### config.mk
export PLATFORM = sky130hd
export DESIGN_NAME = sw_debounce
export DESIGN_NICKNAME = d
export VERILOG_FILES = /design/src/rtl/sw_debounce.sv
export SDC_FILE = /design/constraint.sdc
export NUM_CORES = 1
export LEC_CHECK = 0
export CAP_MARGIN = 20
export CORE_MARGIN = 10
export CORE_UTILIZATION = 35
export CTS_CLUSTER_DIAMETER = 200
export DETAILED_ROUTE_END_ITERATION = 10
export SETUP_SLACK_MARGIN = 0.15
export SLEW_MARGIN = 40
export SYNTH_ARGS = -nofsm -noshare
export SYNTH_HDL_FRONTEND = slang
export SYNTH_SLANG_ARGS = --single-unit
### constraint.sdc
create_clock -name clk -period 2.1 [get_ports clk]
set_input_delay 0.63 -clock clk [delete_from_list [all_inputs] [get_ports clk]]
set_output_delay 0.63 -clock clk [all_outputs]
set_load 0.02 [all_outputs]
### src/rtl/sw_debounce.sv
`default_nettype none
// ============================================================================
//  Module   : sw_debounce
//  Purpose  : Synchronise raw switch pins into clk and debounce each channel,
//             producing a clean level plus one-cycle rise/fall pulses.
//  Revision : 1.0  initial release
// ============================================================================
module sw_debounce #(
  parameter int SW_NUM    = 3,
  parameter int DB_CYCLES = 1000000,
  parameter int SW_INV    = 0
) (
  input  logic              clk,
  input  logic              resetn,
  input  logic [SW_NUM-1:0] sw_raw,
  output logic [SW_NUM-1:0] sw,
  output logic [SW_NUM-1:0] sw_rise,
  output logic [SW_NUM-1:0] sw_fall
);

  localparam int                CNT_W      = $clog2(DB_CYCLES);
  localparam logic [CNT_W-1:0]  C_CNT_MAX  = CNT_W'(DB_CYCLES - 1);
  localparam logic [SW_NUM-1:0] C_INV_MASK = (SW_INV != 0) ? {SW_NUM{1'b1}} : {SW_NUM{1'b0}};

  logic [SW_NUM-1:0] w_raw;
  logic [SW_NUM-1:0] r_s1;
  logic [SW_NUM-1:0] r_s2;

  assign w_raw = sw_raw ^ C_INV_MASK;

  always_ff @(posedge clk or negedge resetn) begin
    if (!resetn) begin
      r_s1 <= '0;
      r_s2 <= '0;
    end else begin
      r_s1 <= w_raw;
      r_s2 <= r_s1;
    end
  end

  generate
    for (genvar gi = 0; gi < SW_NUM; gi++) begin : g_ch
      logic [CNT_W-1:0] r_cnt;
      logic             r_sw;
      logic             r_rise;
      logic             r_fall;
      logic             w_diff;
      logic             w_done;

      assign w_diff = r_s2[gi] ^ r_sw;
      // Counter only ever reaches C_CNT_MAX while mismatched, then clears: no wrap.
      assign w_done = w_diff && (r_cnt == C_CNT_MAX);

      always_ff @(posedge clk or negedge resetn) begin
        if (!resetn) begin
          r_cnt  <= '0;
          r_sw   <= 1'b0;
          r_rise <= 1'b0;
          r_fall <= 1'b0;
        end else begin
          r_rise <= w_done && r_s2[gi];
          r_fall <= w_done && !r_s2[gi];
          if (!w_diff || w_done) begin
            r_cnt <= '0;
          end else begin
            r_cnt <= r_cnt + 1'b1;
          end
          if (w_done) begin
            r_sw <= r_s2[gi];
          end
        end
      end

      assign sw[gi]      = r_sw;
      assign sw_rise[gi] = r_rise;
      assign sw_fall[gi] = r_fall;
    end
  endgenerate

endmodule
`default_nettype wire

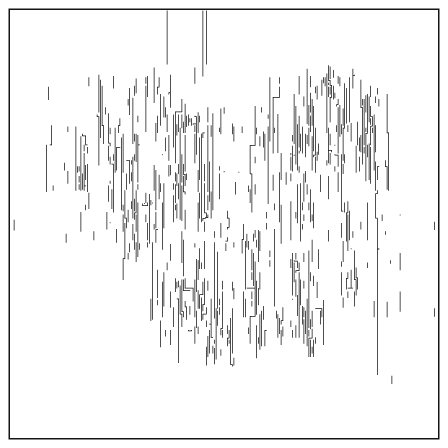
Fig. 1. Metal 2 (run 1).
wire length on this layer = 3050 um
main direction = vertical
nets with wire on the layer = 315
longest straight run = 44.2 um
share of all routed wire = 45%

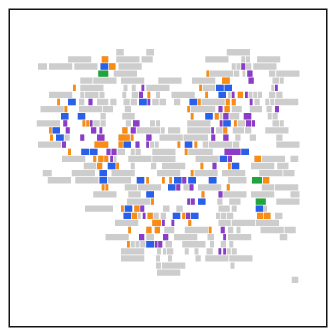
Fig. 2. Logic cells by family (run 1).
mux cells -> green  # cells 3, most used mux2_1
nand cells -> purple  # cells 59, most used nand3_1
nor cells -> orange  # cells 65, most used nor2_1
xor and xnor cells -> blue  # cells 36, most used xnor2_1

==> flow_summary.ini, run 1 <==
; synthesis and place-and-route metrics
[cts]
cts_buffers = 9
cts.sinks = 75
clock_path_buffers = 2
cts-root-buf = clkbuf_8
cts_tree = built
htreeDepth = 3

[timing]
layout_worst_path_cycle_share = 0.895
worst_slew_pin_slew_ns = 0.486
timing.final.setup_violations = 0
drv_slew = 0
setup_slack_ns = 0.221

[critical_path]
startpoint = g_ch[2].r_cnt[1]
setup.worst_path.end = g_ch[2].r_cnt[18]
crit_cells = 5
slowest_stage = or4_1
r2r_cells = 5
crit_path_cell_trace = ha_4 -> nand2_2 -> or4_4 -> or4_1 -> a21oi_1

[placement]
pre_cts_ws_ns = 0.0992
gp_congestion = 0.818
port_buffers = 13
dp.cells = 490
placed_area_um2 = 3840

[route]
wl_met2_um = 3050
antenna_left = 0
wl_per_cell_um = 13.3
drtIter0Drc = 147
dr.pass1.iters = 4
via_per_inst = 5.07

[yosys]
post_synth_fa_ha_maj_area_fraction = 0.0105
ys_warn_count = 0
yosys.cell_types.count = 33
yosys-stat-area_um2 = 3560
edf_count = 0
synth-async-reset-ratio = 1.00
aoi_share = 0.0738
synthMuxAreaShare = 0.00948
postSynthSeqShare = 0.527
avgSynthCellArea_um2 = 10.1

[flow_run]
cap_violations = 0

[power]
p_int_mw = 2.07
power_frac_clock = 0.411
p_comb_mw = 0.0968
p_switching_mw = 0.614
p_clk_mw = 1.11
powerSeq_mw = 1.49
combPwrFrac = 0.036

[finish]
drive_gt1_frac = 0.120
syn_to_final_growth_pct = 14.9
comb_area_um2 = 1610
antenna_cells = 0
logic_gates = 253
final_util = 0.415
nNonClkInverters = 7
signal_buffer_area_fraction = 0.0535
nets = 377
top_register = g_ch.r_cnt

[floorplan]
chipArea_um2 = 14600
die_w_um = 121
die-height_um = 121
core_area_um2 = 9860
nWellTaps = 133

[worst_hold_path]
min_path_type = primary input to async pin

[run_status]
outcome = finished clean

[global_routing]
met2_usage = 0.151
grt_usage = 0.0987
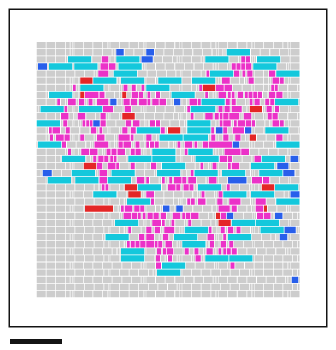
Fig. 3. Placed cells, one colour a class (run 1).
The bar under the picture is 20 um long. Fill, decap, tap and diode cells in grey.
remaining buffers and delay cells -> blue  # cells 23, share of their area 5.6%
sequential cells -> cyan  # cells 75, share of their area 48%
combinational and other logic -> magenta  # cells 260, share of their area 42%
clock drivers and dummy loads -> red  # cells 16, share of their area 4.9%

-- run 1: placed cells by master, fill, tap and decap left out, types with 2 or more instances in the layout --
cell / n
o21ai_0: 12
and4_1: 2
or3_1: 17
dlymetal6s2s_1: 4
inv_1: 7
o31ai_2: 3
clkinv_2: 3
or4_4: 3
xnor2_1: 23
nand2_1: 21
nor4_1: 10
clkbuf_8: 10
dfrtp_2: 3
nor3_1: 6
or4_1: 8
a21oi_1: 21
nor3b_1: 6
mux2_1: 2
o31ai_1: 8
nor2_1: 39
nand4b_1: 2
and3_1: 9
nand4_1: 9
clkdlybuf4s50_1: 3
xor2_1: 13
dfrtp_1: 72
nand3_1: 23
or2_2: 2
buf_4: 10
dlygate4sd2_1: 5
Fig. 4: run 1, sizing map
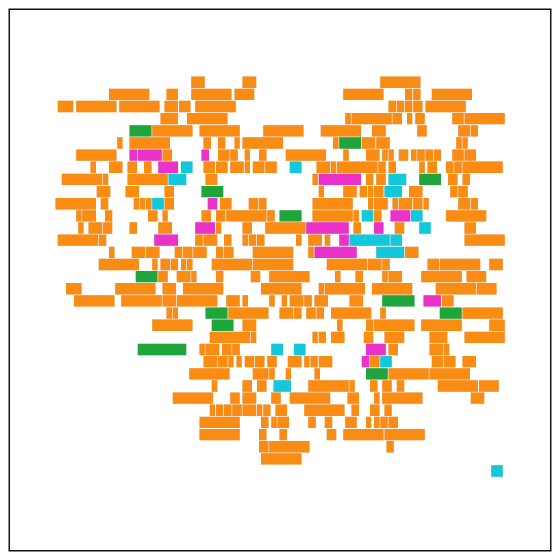

## Run 2: what changed since run 1
--- a/config.mk
+++ b/config.mk
@@ -11,6 +11,7 @@
 export CTS_CLUSTER_DIAMETER = 200
 export DETAILED_ROUTE_END_ITERATION = 10
 export SETUP_SLACK_MARGIN = 0.15
+export SKIP_CTS_REPAIR_TIMING = 1
 export SLEW_MARGIN = 40
 export SYNTH_ARGS = -nofsm -noshare
 export SYNTH_HDL_FRONTEND = slang
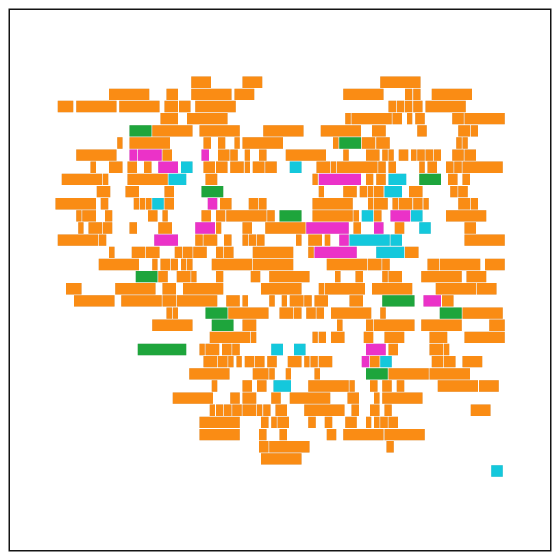
Fig. 5. Sizing map (run 2).
_3 and _4 cells -> cyan  # cells 17
_2 cells -> magenta  # cells 16
_6 and larger -> green  # cells 12
_0 and _1 cells -> orange  # cells 329
P&R area growth vs syn: 15.4%
Final Worst Setup Slack: 0.221 ns
bufs w/o clock: 23
Post-Layout Inst Area: 4110 um^2

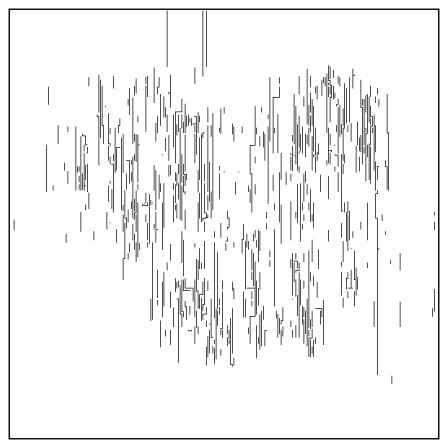
Fig. 6. Metal 2 (run 2).
share of all routed wire = 45%
wire length on this layer = 3060 um
nets with wire on the layer = 315
longest straight run = 44.2 um

==> run 2 against run 1 <==
Net effect:
- hold slack better by 0.0021 ns
- sequential power about the same
- power about the same
- critical path depth unchanged
- non-clock buffer count unchanged
- wire length up 0.13%
- sequential share of layout area down 0.21 points
- largest cell class unchanged
==> flow_summary.ini, run 2 <==
; synthesis and place-and-route metrics
[finish]
nets = 377
lay_top_count = dfrtp_1
top_register = g_ch.r_cnt
drive_gt1_frac = 0.120
comb_area_um2 = 1610
antenna_cells = 0
final_cells = 507
fill_cells = 952
layout.cells.most_common_list = 72 x dfrtp_1, 39 x nor2_1, 23 x nand3_1, 23 x xnor2_1
largest_register_ff_count = 60
final_util = 0.417

[critical_path]
r2r_cells = 5
cp-start-kind = flop
max_stage_delay_ns = 0.48
crit_cells = 5
slowest_stage = or4_1
critical_path_required_ns = 2.39
startpoint = g_ch[2].r_cnt[1]
crit_path_cell_trace = ha_4 -> nand2_2 -> or4_4 -> or4_1 -> a21oi_1
cp-end-kind = flop
r2r_slack_ns = 0.22
setup.worst_path.end = g_ch[2].r_cnt[18]

[timing]
whs_ns = 0.189
layout_worst_path_cycle_share = 0.895
worst_slew_pin_slew_ns = 0.486
fin_setup_tns_ns = 0
slew_headroom = 0.672
drv_slew = 0
timing.final.setup_violations = 0

[power]
p_int_mw = 2.07
p_comb_mw = 0.0968
leakagePower_nw = 1.74
combPwrFrac = 0.036
p_switching_mw = 0.613
powerSeq_mw = 1.49
power_frac_clock = 0.411
p_clk_mw = 1.10

[floorplan]
ios = 14
die_w_um = 121
core_area_um2 = 9860
die-height_um = 121
fp-utilization = 0.361
chipArea_um2 = 14600

[route]
drc = 0
wl_met2_um = 3060
drtIter0Drc = 124
antenna_left = 0
via_per_inst = 5.07
drt_wl_total_um = 6750
dr_total_vias = 2569
wl_met3_um = 296
dr.max_layer_used = met4
dr.pass1.iters = 4
wl_per_cell_um = 13.3

[global_routing]
first_global_vias = 2499
grt_usage = 0.0985
met2_usage = 0.151
grt.overflow.total = 0
top_usage_layer = met2
grt_max_degree = 38

[yosys]
synth.most_common_cell = dfrtp_1
avgSynthCellArea_um2 = 10.1
edf_count = 0
yosys.cell_types.count = 33
synth-async-reset-ratio = 1.00
fp_nets = 360
synth-main-ff-cell = dfrtp_1
postSynthSeqShare = 0.527
ys_warn_count = 0
netlist_area_um2 = 3560
synthTopCellsByArea = dfrtp_1 53%, xnor2_1 5.7%, nor2_1 4.1%
yosys-stat-area_um2 = 3560

[flow_run]
cap_violations = 0

[cts]
cts_tree = built
htreeDepth = 3
cts_buffers = 9
cts-root-buf = clkbuf_8
path_clk_slew_ns = 0.08
clock_path_buffers = 2
cts.sinks = 75

[placement]
dp.cells = 490
gp_congestion = 0.818
pre_cts_ws_ns = 0.0992
placed_area_um2 = 3840
port_buffers = 13

[run_status]
outcome = finished clean

[worst_hold_path]
min_path_type = primary input to async pin
==> run 2: netlist changes by cell type in the layout (fill, tap and decap cells not counted) <==
cell,previous run,this run
dlymetal6s2s_1,4,9
dlygate4sd2_1,5,0
==> run 2: logic make-up after synthesis <==
logic type               share of synthesized area
flip-flops                                   0.527
buffers and inverters                       0.0351
adder cells (fa/ha/maj)                     0.0105
XOR/XNOR                                    0.0885
AND-OR/OR-AND                               0.0738
multiplexers                               0.00948
AND/OR/NAND/NOR                              0.256
==> run 2: area by class of cell <==
class                   instances  area share
flip-flops and latches         75       0.457
multi-input cells             253       0.391
repair buffers                 23      0.0578
well taps                     133      0.0405
clock buffers                  11      0.0344
clock inverters                 5      0.0128
inverters                       7     0.00639
Power figures rest on the tool's default switching activity, not on a simulated workload.
